`src/rtl/csa_bist.sv`:
```
// Built-in self test for a WIDTH-bit adder: sweeps every {a,b,ci} vector, holds each
// for SETTLE cycles, then compares {co,sum} against a+b+ci and records error statistics.
module csa_bist #(
  parameter int WIDTH  = 3,
  parameter int SETTLE = 2
) (
  input  logic                 clk,
  input  logic                 rst_n,
  input  logic                 start,
  output logic [WIDTH-1:0]     a,
  output logic [WIDTH-1:0]     b,
  output logic                 ci,
  input  logic [WIDTH-1:0]     sum,
  input  logic                 co,
  output logic                 busy,
  output logic                 done,
  output logic                 pass,
  output logic [2*WIDTH+1:0]   err_count,
  output logic                 fail_seen,
  output logic [2*WIDTH:0]     fail_vec
);

  localparam int VW = 2*WIDTH + 1;
  localparam int CW = 2*WIDTH + 2;
  localparam int SW = (SETTLE < 2) ? 1 : $clog2(SETTLE + 1);

  typedef enum logic [1:0] {IDLE, WAIT, CHECK, DONE} state_t;

  state_t          state_q, state_d;
  logic [VW-1:0]   vec_q, vec_d;
  logic [SW-1:0]   settle_q, settle_d;
  logic [CW-1:0]   err_q, err_d;
  logic            fail_seen_q, fail_seen_d;
  logic [VW-1:0]   fail_vec_q, fail_vec_d;
  logic            busy_q, busy_d;
  logic            done_q, done_d;
  logic            pass_q, pass_d;

  logic [WIDTH:0]  expected;
  logic            mismatch;

  // Reference result is kept at WIDTH+1 bits so the carry-out is checked too.
  always_comb begin
    expected = {1'b0, vec_q[VW-1:WIDTH+1]} + {1'b0, vec_q[WIDTH:1]}
             + {{WIDTH{1'b0}}, vec_q[0]};
    mismatch = ({co, sum} != expected);
  end

  always_comb begin
    state_d     = state_q;
    vec_d       = vec_q;
    settle_d    = settle_q;
    err_d       = err_q;
    fail_seen_d = fail_seen_q;
    fail_vec_d  = fail_vec_q;
    busy_d      = busy_q;
    done_d      = done_q;
    pass_d      = pass_q;
    unique case (state_q)
      IDLE, DONE: begin
        if (start) begin
          vec_d       = '0;
          err_d       = '0;
          fail_seen_d = 1'b0;
          fail_vec_d  = '0;
          done_d      = 1'b0;
          pass_d      = 1'b0;
          busy_d      = 1'b1;
          settle_d    = SW'(SETTLE);
          state_d     = WAIT;
        end
      end
      WAIT: begin
        if (settle_q == SW'(1)) state_d = CHECK;
        else                    settle_d = settle_q - SW'(1);
      end
      CHECK: begin
        if (mismatch) begin
          err_d = err_q + CW'(1);
          if (!fail_seen_q) begin
            fail_seen_d = 1'b1;
            fail_vec_d  = vec_q;
          end
        end
        if (&vec_q) begin
          // Final verdict must include the last vector's own result.
          state_d = DONE;
          done_d  = 1'b1;
          busy_d  = 1'b0;
          pass_d  = !mismatch && (err_q == '0);
        end else begin
          vec_d    = vec_q + VW'(1);
          settle_d = SW'(SETTLE);
          state_d  = WAIT;
        end
      end
      default: state_d = IDLE;
    endcase
  end

  always_ff @(posedge clk or negedge rst_n) begin
    if (!rst_n) begin
      state_q     <= IDLE;
      vec_q       <= '0;
      settle_q    <= '0;
      err_q       <= '0;
      fail_seen_q <= 1'b0;
      fail_vec_q  <= '0;
      busy_q      <= 1'b0;
      done_q      <= 1'b0;
      pass_q      <= 1'b0;
    end else begin
      state_q     <= state_d;
      vec_q       <= vec_d;
      settle_q    <= settle_d;
      err_q       <= err_d;
      fail_seen_q <= fail_seen_d;
      fail_vec_q  <= fail_vec_d;
      busy_q      <= busy_d;
      done_q      <= done_d;
      pass_q      <= pass_d;
    end
  end

  assign a         = vec_q[VW-1:WIDTH+1];
  assign b         = vec_q[WIDTH:1];
  assign ci        = vec_q[0];
  assign busy      = busy_q;
  assign done      = done_q;
  assign pass      = pass_q;
  assign err_count = err_q;
  assign fail_seen = fail_seen_q;
  assign fail_vec  = fail_vec_q;

endmodule

```
`config.mk`:
```
export PLATFORM = sky130hd
export DESIGN_NAME = csa_bist
export DESIGN_NICKNAME = d
export VERILOG_FILES = /design/src/rtl/csa_bist.sv
export SDC_FILE = /design/constraint.sdc
export NUM_CORES = 1
export LEC_CHECK = 0
export CORE_MARGIN = 1.5
export CORE_UTILIZATION = 51
export CTS_BUF_LIST = sky130_fd_sc_hd__clkbuf_8 sky130_fd_sc_hd__clkbuf_16
export CTS_CLUSTER_DIAMETER = 50
export DETAILED_ROUTE_END_ITERATION = 8
export HOLD_SLACK_MARGIN = 0.08
export PLACE_DENSITY = 0.79
export SYNTH_ARGS = -nofsm -noshare
export SYNTH_HDL_FRONTEND = slang
export SYNTH_SLANG_ARGS = --single-unit
```
`constraint.sdc`:
```
create_clock -name clk -period 2.75 [get_ports clk]
set_input_delay 0.4125 -clock clk [delete_from_list [all_inputs] [get_ports clk]]
set_output_delay 0.4125 -clock clk [all_outputs]
set_load 0.05 [all_outputs]
```
### The metal 1 layer, run 1

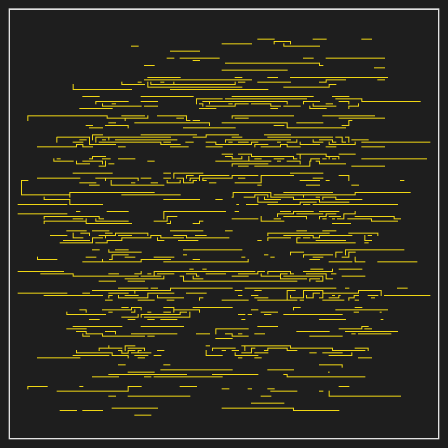
206 nets have wire on it. The wires run mostly horizontal. The layer carries 1840 um of wire.
Vias: 1437
GR Util met1: 0.3342

### Clock network drawn from the DEF, run 1

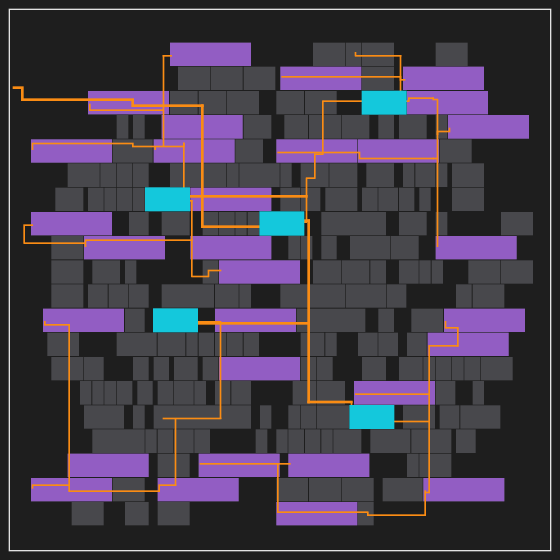
clock wires: shown in orange, length 416 um. clock drivers: shown in cyan, count 5. flip-flops: shown in purple, count 30.
Position of the flops: widely spread.

==> impl_metrics.env, run 1 <==
# flow metrics
export IMPL_grt_pass1_wl_mm=6.651
export IMPL_synth_area_um2=1700
export IMPL_startpoint_type="flop"
export IMPL_cp_end_kind="flop"
export IMPL_clock_sinks=30
export IMPL_status="completed"
export IMPL_async_flop_share=1.000
export IMPL_power_density_nw_per_um2=674.1
export IMPL_whs_ns=0.5052
export IMPL_cp_required_ns=2.92
export IMPL_antenna_found_initial=0
export IMPL_postCtsHoldBufs=0
export IMPL_core_region_area_um2=3103
export IMPL_first_pass_iters=4
export IMPL_ys_seq_frac=0.4415
export IMPL_critPathKind="flop to flop"
export IMPL_relSlewSlack=0.6278
export IMPL_p_leak_nw=0.9773
export IMPL_htree_num_levels=2
export IMPL_mappedNetlistNets=189
export IMPL_drc=0
export IMPL_fillers=240
export IMPL_drt_iter0_drc=76
export IMPL_grt_max_degree=31
export IMPL_overflow=0
export IMPL_root_buffer="clkbuf_8"
export IMPL_dp_hpwl_mm=2.941
export IMPL_wirelength_mm=4.114
export IMPL_crit_buf_inv=1
export IMPL_setup_viol=0
export IMPL_synthCells=171
export IMPL_rsz0062_at_grt="no"
export IMPL_cp_max_fo=14
export IMPL_crit_path_frequent_cell="fa_1"
export IMPL_cts_resized=0
export IMPL_core_util_floorplan=0.5480
export IMPL_yosysTopAreaCell="dfrtp_1"
export IMPL_rows=20
export IMPL_arrival_ns=2.76
### Wires at chosen ports, followed through buffers, run 1

Bar = 20 um.
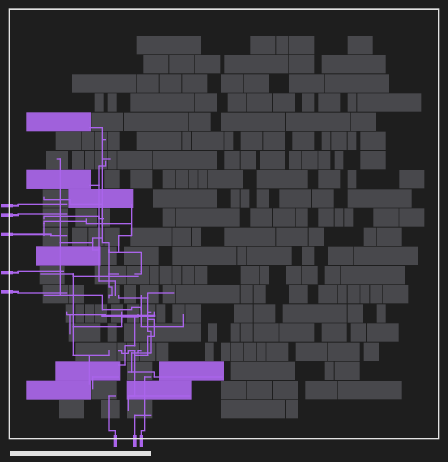
err_count: shown in purple, bits 8, direction output, edge 5 west, 3 south, end cells 8, buffers 8, wire 370 um.
count of input and output buffers: 32
IO Count: 33

==> run 1: power breakdown <==
part           leakage, nW  switching, mW  internal (mW)
logic                0.513          0.326          0.193
clock network       0.0579          0.171          0.266
registers            0.406         0.0390          0.480
==> run 1: registers in the layout (all words and copies together), names as in the netlist <==
| register | cells |
|---|---|
| settle_q | 2 |
| vec_q | 7 |
| done | 1 |
| err_count | 8 |
| busy | 1 |
| pass | 1 |
| state_q | 2 |
| fail_seen | 1 |
| fail_vec | 7 |
==> run 1: Yosys cell counts, types with 2 or more instances <==
| cell type | number |
|---|---|
| nand3_1 | 10 |
| nand2b_1 | 5 |
| xnor2_1 | 4 |
| xor2_1 | 3 |
| nand4_1 | 3 |
| and3_1 | 5 |
| nand2_1 | 16 |
| nor4_1 | 3 |
| dfrtp_1 | 30 |
| o21ai_1 | 5 |
| a22o_1 | 7 |
| mux2i_1 | 2 |
| a211o_1 | 2 |
| inv_1 | 11 |
| ha_1 | 9 |
| o31ai_1 | 3 |
| o21ai_0 | 13 |
| fa_1 | 2 |
| a21oi_1 | 6 |
| nor2_1 | 10 |
| or2_2 | 2 |
==> run 1: final timing paths <==
| check | slack (ns) | cells after the start | end | from |
|---|---|---|---|---|
| max in group asynchronous | 1.95 | 2 | err_count[6] | rst_n |
| worst min register to register | 0.51 | 1 | fail_vec[2] | fail_vec[2] |
| worst max-delay path | 0.16 | 8 | fail_vec[1] | vec_q[4] |
| worst min-delay path | 0.51 | 1 | fail_vec[2] | fail_vec[2] |
| min in group asynchronous | 0.52 | 2 | vec_q[0] | rst_n |
| worst max register to register | 0.16 | 8 | fail_vec[1] | vec_q[4] |
==> run 1: routing by layer <==
| layer | vias up | track usage | wire length, um |
|---|---|---|---|
| met5 | - | 0 | 0 |
| met4 | 0 | 0.1056 | 34 |
| met3 | 5 | 0.04904 | 197 |
| met2 | 41 | 0.3871 | 2046 |
| met1 | 703 | 0.3342 | 1836 |
| li1 | 688 | - | - |
==> run 1: logic make-up (layout without fill, tap and decap cells) <==
kind of cell	Yosys count	count (layout)	synth area share
AND-OR/OR-AND	44	44	0.1862
flip-flops	30	30	0.4415
multiplexers	2	2	0.01177
adder cells (fa/ha/maj)	11	11	0.08977
buffers and inverters	15	55	0.03826
XOR/XNOR	7	7	0.03606
AND/OR/NAND/NOR	62	62	0.1965
==> run 1: through the flow <==
stage          total power [mW]  instance area [um^2]  utilization  setup WS [ns]
2_1_floorplan            0.8890                  1700            -         0.1023
3_3_place_gp              1.023                  2078       0.6698         0.2592
3_5_place_dp              1.042                  2078       0.6698         0.1843
4_1_cts                   1.481                  2187       0.7048         0.1735
5_1_grt                   1.563                  2187       0.7048        0.06713
6_report                  1.474                  2187       0.7048         0.1648
==> run 1: cell type report <==
| class | instances | area (um^2) | area share |
|---|---|---|---|
| Tap cell | 44 | 55.05 | 0.02517 |
| Timing Repair Buffer | 35 | 342.8 | 0.1568 |
| Multi-Input combinational cell | 126 | 884.6 | 0.4045 |
| Clock buffer | 5 | 68.82 | 0.03146 |
| Inverter | 12 | 45.04 | 0.02059 |
| Sequential cell | 30 | 750.7 | 0.3432 |
| Clock inverter | 3 | 40.04 | 0.01831 |
==> run 1 -> run 2 <==
- CORE_UTILIZATION: 51 -> 50
- GPL_ROUTABILITY_DRIVEN: not set -> 0
- PLACE_DENSITY: 0.79 -> 0.77
- TNS_END_PERCENT: not set -> 20
### The metal 1 layer, run 2

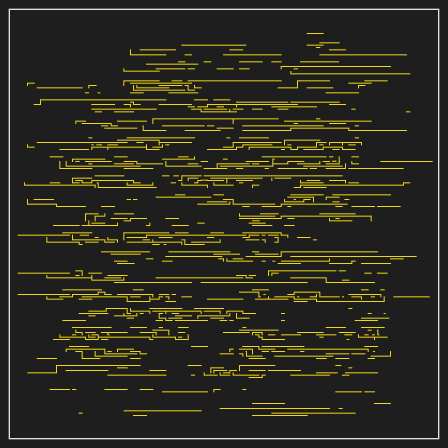
The layer holds 45% of the routed length. The wires run mostly horizontal. The longest straight run is 19.8 um.
GR Util met1: 0.3374
Vias: 1464
final WL: 4.049 mm

### Routing congestion map, run 2

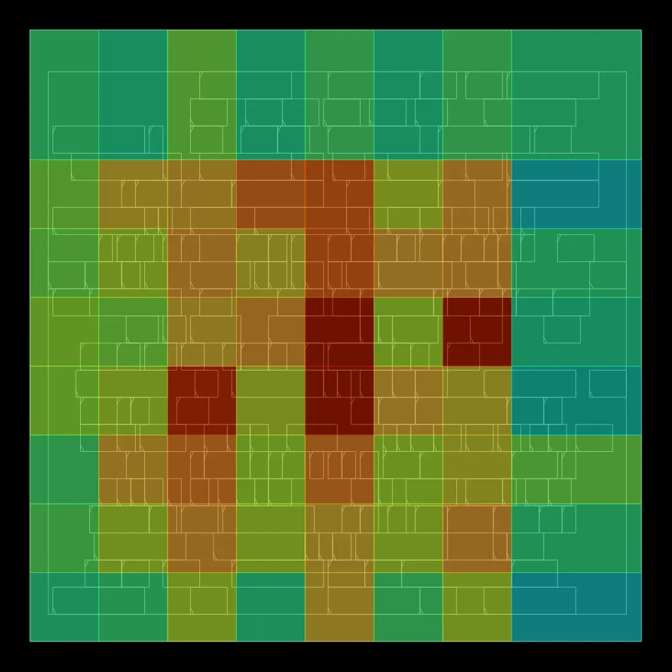
met2 Use GR: 0.3815
All-Layer GR Usage: 0.2480
fin util: 0.6937

==> run 2 against run 1 <==
Critical path depth unchanged. Wire length down 1.6%. Sequential share of layout area unchanged. Hold slack better by 0.0023 ns. Sequential power about the same. Combinational power about the same. Non-clock buffer count unchanged. Die size up 1.9%. Critical endpoint is now fail_vec[4].
==> impl_metrics.env, run 2 <==
# flow metrics
export IMPL_root_buffer="clkbuf_8"
export IMPL_arrival_ns=2.74
export IMPL_cp_end_kind="flop"
export IMPL_postCtsHoldBufs=0
export IMPL_core_util_floorplan=0.5393
export IMPL_rows=20
export IMPL_synthTopCellsByCount="dfrtp_1, nand2_1, o21ai_0, inv_1"
export IMPL_status="completed"
export IMPL_dp_hpwl_mm=2.926
export IMPL_core_region_area_um2=3153
export IMPL_rsz0062_at_grt="no"
export IMPL_grt_max_degree=31
export IMPL_power_density_nw_per_um2=673.3
export IMPL_io_buffers=32
export IMPL_synth_area_um2=1700
export IMPL_synthCells=171
export IMPL_post_route_cell_area_um2=2187
export IMPL_startpoint_type="flop"
export IMPL_htree_num_levels=2
export IMPL_largest_reg_flops=8
export IMPL_ys_seq_frac=0.4415
export IMPL_relSlewSlack=0.6026
export IMPL_yosysTopAreaCell="dfrtp_1"
export IMPL_most_common_cell="dfrtp_1"
export IMPL_cp_max_fo=14
export IMPL_overflow=0
export IMPL_cts_resized=0
export IMPL_ff_latch_area_um2=750.7
export IMPL_mappedNetlistNets=189
export IMPL_drc=0
export IMPL_drt_iter0_drc=78
export IMPL_clock_sinks=30
run 2: cell counts in the layout (fill, tap and decap cells not counted):
No cell type changed its count.
run 2: per-layer routing:
metal  vias to the layer above  GRT usage  routed length (um)
li1                        692          -                   -
met1                       720     0.3374                1808
met2                        46     0.3815                1972
met3                         6    0.06092                 208
met4                         0    0.09938                  59
met5                         -          0                   0
run 2: cell type report:
cell class	count	share of cell area
Clock inverter	3	0.01831
Sequential cell	30	0.3432
Multi-Input combinational cell	126	0.4045
Timing Repair Buffer	35	0.1568
Inverter	12	0.02059
Clock buffer	5	0.03146
Tap cell	44	0.02517
run 2: kinds of logic after synthesis:
logic type / share of synthesized area
buf+inv: 0.03826
xor+xnor: 0.03606
flops: 0.4415
fa+ha+maj: 0.08977
simple gates: 0.1965
mux: 0.01177
compound gates: 0.1862
run 2: worst paths after layout:
kind | from | endpoint | slack, ns | cells after the start
max | vec_q[1] | fail_vec[4] | 0.17 | 8
min | rst_n | err_count[5] | 0.51 | 2
max reg2reg | vec_q[1] | fail_vec[4] | 0.17 | 8
min reg2reg | settle_q[1] | settle_q[1] | 0.51 | 1
max in group asynchronous | rst_n | state_q[0] | 1.96 | 2
min in group clk | settle_q[1] | settle_q[1] | 0.51 | 1
run 2: where the power goes:
group / switching (mW) / internal (mW)
Sequential: 0.0375 / 0.480
Combinational: 0.327 / 0.192
Clock: 0.170 / 0.266
run 2: worst max-delay path, cell delays in order (launching register included):
cell and delay (ns):
dfrtp_1 0.47, fa_1 0.44, inv_1 0.08, fa_1 0.42, xnor2_1 0.21, nor3_2 0.06
o211a_4 0.20, a211o_4 0.37, a22o_1 0.20
run 2: through the flow:
step                hold slack [ns]    util  total power, mW
CTS                          0.5079  0.6937            1.482
global placement             0.4824  0.6591            1.023
floorplan                    0.1169       -           0.8890
detailed placement           0.4879  0.6591            1.042
global route                 0.5223  0.6937            1.562
finish                       0.5075  0.6937            1.472
Power figures rest on the tool's default switching activity, not on a simulated workload.
